File: src/rtl/oup_ulpi_reg_engine.sv
// oup_ulpi_reg_engine: ULPI link-side PHY register access engine.
// Runs one PHY register read or write per request, with nxt timeout and abort reporting.
// Captures PHY RX CMD bytes into a small FIFO.
module oup_ulpi_reg_engine #(
  parameter int unsigned EXT_REG_EN     = 1,
  parameter int unsigned TIMEOUT_CYCLES = 255,
  parameter int unsigned RXCMD_DEPTH    = 4
) (
  input  logic       ulpi_clk_i,
  input  logic       rst_i,
  input  logic       req_valid_i,
  output logic       req_ready_o,
  input  logic       req_write_i,
  input  logic [7:0] req_addr_i,
  input  logic [7:0] req_data_i,
  output logic       resp_valid_o,
  output logic [7:0] resp_data_o,
  output logic [1:0] resp_status_o,
  output logic       rxcmd_valid_o,
  output logic [7:0] rxcmd_data_o,
  input  logic       rxcmd_pop_i,
  output logic       rxcmd_ovf_o,
  input  logic [7:0] ulpi_data_i,
  output logic [7:0] ulpi_data_o,
  output logic       ulpi_data_oe_o,
  input  logic       ulpi_dir_i,
  output logic       ulpi_stp_o,
  input  logic       ulpi_nxt_i
);

  localparam int unsigned CntW = $clog2(TIMEOUT_CYCLES + 1);
  localparam int unsigned PtrW = $clog2(RXCMD_DEPTH);
  localparam logic [CntW-1:0] CntLast = CntW'(TIMEOUT_CYCLES - 1);
  localparam logic [7:0] ExtAddr = 8'h2F;

  localparam logic [1:0] StatOk      = 2'b00;
  localparam logic [1:0] StatAbort   = 2'b01;
  localparam logic [1:0] StatTimeout = 2'b10;

  typedef enum logic [2:0] {
    StIdle, StTxCmd, StTxExt, StTxData, StStp, StRdTurn, StRdData, StRx
  } state_e;

  state_e          state_q;
  logic            dir_q;
  logic [CntW-1:0] cnt_q;
  logic            write_q;
  logic            ext_q;
  logic [7:0]      addr_q;
  logic [7:0]      wdata_q;
  logic [7:0]      data_q;
  logic            stp_q;
  logic            resp_valid_q;
  logic [1:0]      resp_status_q;
  logic [1:0]      pend_q;
  logic [7:0]      resp_data_q;

  logic       req_fire;
  logic       req_ext;
  logic [7:0] req_cmd;
  logic       in_tx;
  logic       in_wait;
  logic       progress;
  logic       abort;
  logic       timeout;

  // FIFO state
  logic [7:0]    fifo_mem [RXCMD_DEPTH];
  logic [PtrW:0] wr_ptr_q;
  logic [PtrW:0] rd_ptr_q;
  logic          fifo_empty;
  logic          fifo_full;
  logic          push_req;
  logic          push;
  logic          pop;
  logic          ovf_q;

  // Request decode and wait-state qualifiers
  always_comb begin
    req_ext  = (EXT_REG_EN != 0) && (req_addr_i >= ExtAddr);
    req_cmd  = {(req_write_i ? 2'b10 : 2'b11), (req_ext ? ExtAddr[5:0] : req_addr_i[5:0])};
    // Turnaround cycles (dir edge seen on either side) never start a transfer
    req_ready_o = (state_q == StIdle) && !ulpi_dir_i && !dir_q;
    req_fire = req_valid_i && req_ready_o;
    in_tx    = (state_q == StTxCmd) || (state_q == StTxExt) || (state_q == StTxData);
    in_wait  = in_tx || (state_q == StRdTurn);
    // TX states advance on nxt, the read turnaround advances on dir
    progress = in_tx ? ulpi_nxt_i : ulpi_dir_i;
    abort    = in_tx && ulpi_dir_i;
    timeout  = in_wait && !abort && !progress && !ulpi_nxt_i && (cnt_q == CntLast);
  end

  // Bus and output drive
  always_comb begin
    ulpi_data_oe_o = !ulpi_dir_i && !dir_q && !rst_i;
    ulpi_data_o    = data_q;
    ulpi_stp_o     = stp_q;
    resp_valid_o   = resp_valid_q;
    resp_status_o  = resp_status_q;
    resp_data_o    = resp_data_q;
    rxcmd_valid_o  = !fifo_empty;
    rxcmd_data_o   = fifo_empty ? 8'h00 : fifo_mem[rd_ptr_q[PtrW-1:0]];
    rxcmd_ovf_o    = ovf_q;
  end

  // Register-access FSM with registered bus, stp and response outputs
  always_ff @(posedge ulpi_clk_i or posedge rst_i) begin
    if (rst_i) begin
      state_q       <= StIdle;
      dir_q         <= 1'b0;
      cnt_q         <= '0;
      write_q       <= 1'b0;
      ext_q         <= 1'b0;
      addr_q        <= 8'h00;
      wdata_q       <= 8'h00;
      data_q        <= 8'h00;
      stp_q         <= 1'b0;
      resp_valid_q  <= 1'b0;
      resp_status_q <= StatOk;
      pend_q        <= StatOk;
      resp_data_q   <= 8'h00;
    end else begin
      dir_q        <= ulpi_dir_i;
      resp_valid_q <= 1'b0;
      stp_q        <= 1'b0;
      cnt_q        <= '0;
      if (abort) begin
        // PHY took the bus mid-command: no stp, report and follow it into RX
        data_q        <= 8'h00;
        resp_valid_q  <= 1'b1;
        resp_status_q <= StatAbort;
        state_q       <= StRx;
      end else if (timeout) begin
        data_q  <= 8'h00;
        stp_q   <= 1'b1;
        pend_q  <= StatTimeout;
        state_q <= StStp;
      end else if (in_wait && !progress) begin
        if (!ulpi_nxt_i) cnt_q <= cnt_q + CntW'(1);
      end else begin
        unique case (state_q)
          StIdle: begin
            data_q <= 8'h00;
            if (ulpi_dir_i) begin
              state_q <= StRx;
            end else if (req_fire) begin
              write_q <= req_write_i;
              ext_q   <= req_ext;
              addr_q  <= req_addr_i;
              wdata_q <= req_data_i;
              data_q  <= req_cmd;
              state_q <= StTxCmd;
            end
          end
          StTxCmd: begin
            if (ext_q) begin
              data_q  <= addr_q;
              state_q <= StTxExt;
            end else if (write_q) begin
              data_q  <= wdata_q;
              state_q <= StTxData;
            end else begin
              data_q  <= 8'h00;
              state_q <= StRdTurn;
            end
          end
          StTxExt: begin
            if (write_q) begin
              data_q  <= wdata_q;
              state_q <= StTxData;
            end else begin
              data_q  <= 8'h00;
              state_q <= StRdTurn;
            end
          end
          StTxData: begin
            data_q  <= 8'h00;
            stp_q   <= 1'b1;
            pend_q  <= StatOk;
            state_q <= StStp;
          end
          StStp: begin
            resp_valid_q  <= 1'b1;
            resp_status_q <= pend_q;
            state_q       <= StIdle;
          end
          StRdTurn: begin
            state_q <= StRdData;
          end
          StRdData: begin
            resp_valid_q <= 1'b1;
            if (!ulpi_nxt_i) begin
              resp_data_q   <= ulpi_data_i;
              resp_status_q <= StatOk;
            end else begin
              // nxt with dir means a USB receive started instead of register data
              resp_status_q <= StatAbort;
            end
            state_q <= StRx;
          end
          StRx: begin
            data_q <= 8'h00;
            if (!ulpi_dir_i) state_q <= StIdle;
          end
        endcase
      end
    end
  end

  // RX CMD push/pop qualification; a pop frees the slot a same-cycle push needs
  always_comb begin
    fifo_empty = (wr_ptr_q == rd_ptr_q);
    fifo_full  = (wr_ptr_q == {~rd_ptr_q[PtrW], rd_ptr_q[PtrW-1:0]});
    push_req   = (state_q == StRx) && ulpi_dir_i && dir_q && !ulpi_nxt_i;
    pop        = rxcmd_pop_i && !fifo_empty;
    push       = push_req && (!fifo_full || pop);
  end

  // FIFO pointers and sticky overflow flag
  always_ff @(posedge ulpi_clk_i or posedge rst_i) begin
    if (rst_i) begin
      wr_ptr_q <= '0;
      rd_ptr_q <= '0;
      ovf_q    <= 1'b0;
    end else begin
      if (push) wr_ptr_q <= wr_ptr_q + 1'b1;
      if (pop) rd_ptr_q <= rd_ptr_q + 1'b1;
      if (push_req && !push) ovf_q <= 1'b1;
    end
  end

  // FIFO storage
  always_ff @(posedge ulpi_clk_i) begin
    if (push) fifo_mem[wr_ptr_q[PtrW-1:0]] <= ulpi_data_i;
  end

endmodule
File: config.mk
export PLATFORM = sky130hd
export DESIGN_NAME = oup_ulpi_reg_engine
export DESIGN_NICKNAME = d
export VERILOG_FILES = /design/src/rtl/oup_ulpi_reg_engine.sv
export SDC_FILE = /design/constraint.sdc
export NUM_CORES = 1
export LEC_CHECK = 0
export CAP_MARGIN = 0
export CORE_ASPECT_RATIO = 1.1
export CORE_MARGIN = 2
export CORE_UTILIZATION = 40
export CTS_BUF_LIST = sky130_fd_sc_hd__clkbuf_16
export DETAILED_ROUTE_END_ITERATION = 10
export GPL_ROUTABILITY_DRIVEN = 0
export PLACE_DENSITY = 0.59
export SLEW_MARGIN = 20
export SYNTH_ARGS = -nofsm -noshare
export SYNTH_HDL_FRONTEND = slang
export SYNTH_SLANG_ARGS = --single-unit
File: constraint.sdc
create_clock -name ulpi_clk_i -period 2.4 [get_ports ulpi_clk_i]
set_input_delay 0.72 -clock ulpi_clk_i [delete_from_list [all_inputs] [get_ports ulpi_clk_i]]
set_output_delay 0.72 -clock ulpi_clk_i [all_outputs]
set_load 0.01 [all_outputs]
Figure 1. Cell area per tile.
Scale: 3 px per um. 10 x 11 tiles, from black (low) to pale yellow (high), 0 to 100% covered.
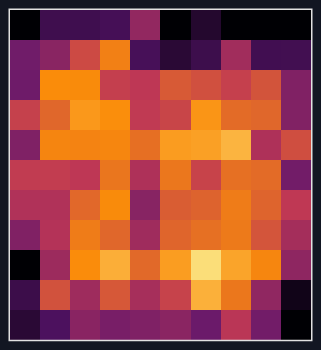
nearly empty tiles	6.4%
emptiest ninth of the die	top right
mean over tiles	48%
tiles over 75% full	11%
fullest tile	93%

Figure 2. The clock network.
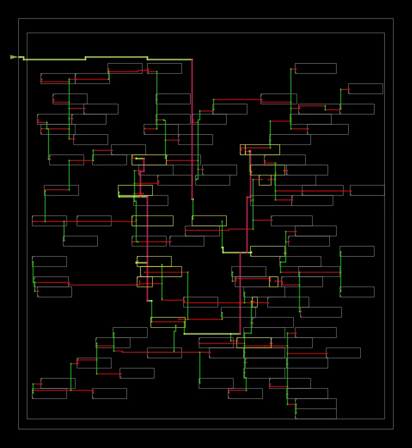
reported clock group power: 1500 uW
total of clock buffers placed in the layout: 9

Figure 3. Power grid.
Scale: 3 px per um. Pins as bars on the die edge.
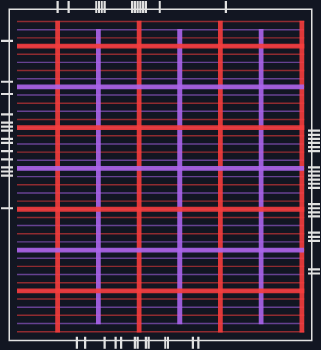
color	net
red	VSS
purple	VDD
met4 straps	7
rows	38
met1 rails	39

[routing by layer]
layer | part of all wire (%) | GRT usage (%) | vias to the layer above
met3 | 2.7 | 2.80 | 11
li1 | - | - | 1314
met5 | 0 | 0 | -
met4 | 1.5 | 5.97 | 0
met2 | 53 | 29.0 | 49
met1 | 42 | 18.7 | 1365
[registers in the layout, indices dropped and copies added (netlist names), 2 cells and up]
signal         flops
wr_ptr_q           3
fifo_mem          32
wdata_q            8
rd_ptr_q           3
resp_status_o      2
resp_data_o        8
addr_q             8
state_q            3
ulpi_data_o        8
cnt_q              8
[what timing repair did]
action / CTS / global route
endpoints found under the setup margin: 11 / 8
setup buffers: 3 / 2
hold buffers: 0 / 0
pin swaps: 6 / 3
gates resized: 45 / 19
gates cloned: 0 / 1
==> summary.txt <==
Implementation results are summarized by area below.

Run status
The final reports fail on setup timing. The flow ran to the end, but the final reports show violations.

Floorplanning
The number of cell rows is 38.

Layout
Of all the cell area in the finished design, the clock network holds approximately 5.8%. In the layout the commonest cells are dfrtp_1 (57), clkdlybuf4s50_1 (50), edfxtp_1 (32). For this run, the post-layout net count is 440.

STA
The clock arrives with between 10 and 15 ps of skew. The final timing report gives a worst setup slack of -29.7 ps. The final number of setup-violating endpoints is 5.

Detailed routing
The detailed router reported a total wirelength of ~8.4 mm. The detail route stage leaves a number of antenna-violating nets equal to 0.

Yosys
Yosys printed 0 warnings. The and-or/or-and share of the synthesized area is a little under 10%. The adder and majority gate portion of the synthesized area is under 10%. Summing the areas of all xor and xnor instances in the mapped netlist gives under 10% of the synthesized area.

Hold path
Along the worst hold path, the cell count comes to 1.

Global routing
The number of global-route vias before repair was 2837. Recorded from the global router log, the overflow total was 0. The pin count of the biggest net entering global routing is ~60.

Worst setup path
Per STA, the worst path accumulates the most delay in the family multiplexers. The required time at the worst-slack endpoint is roughly 1700 ps. According to the timing report, the critical path is captured at rxcmd_data_o[6]. The startpoint kind of the worst setup timing path is a flip-flop.

CTS
Looking at the clock tree report, the maximum root-to-sink buffer count equals 2.

Pwr
The leakage power in the latest report is roughly 0.0023 uW.

Run
The max-cap violation count is 0.
Power and IR drop assume default switching activity.
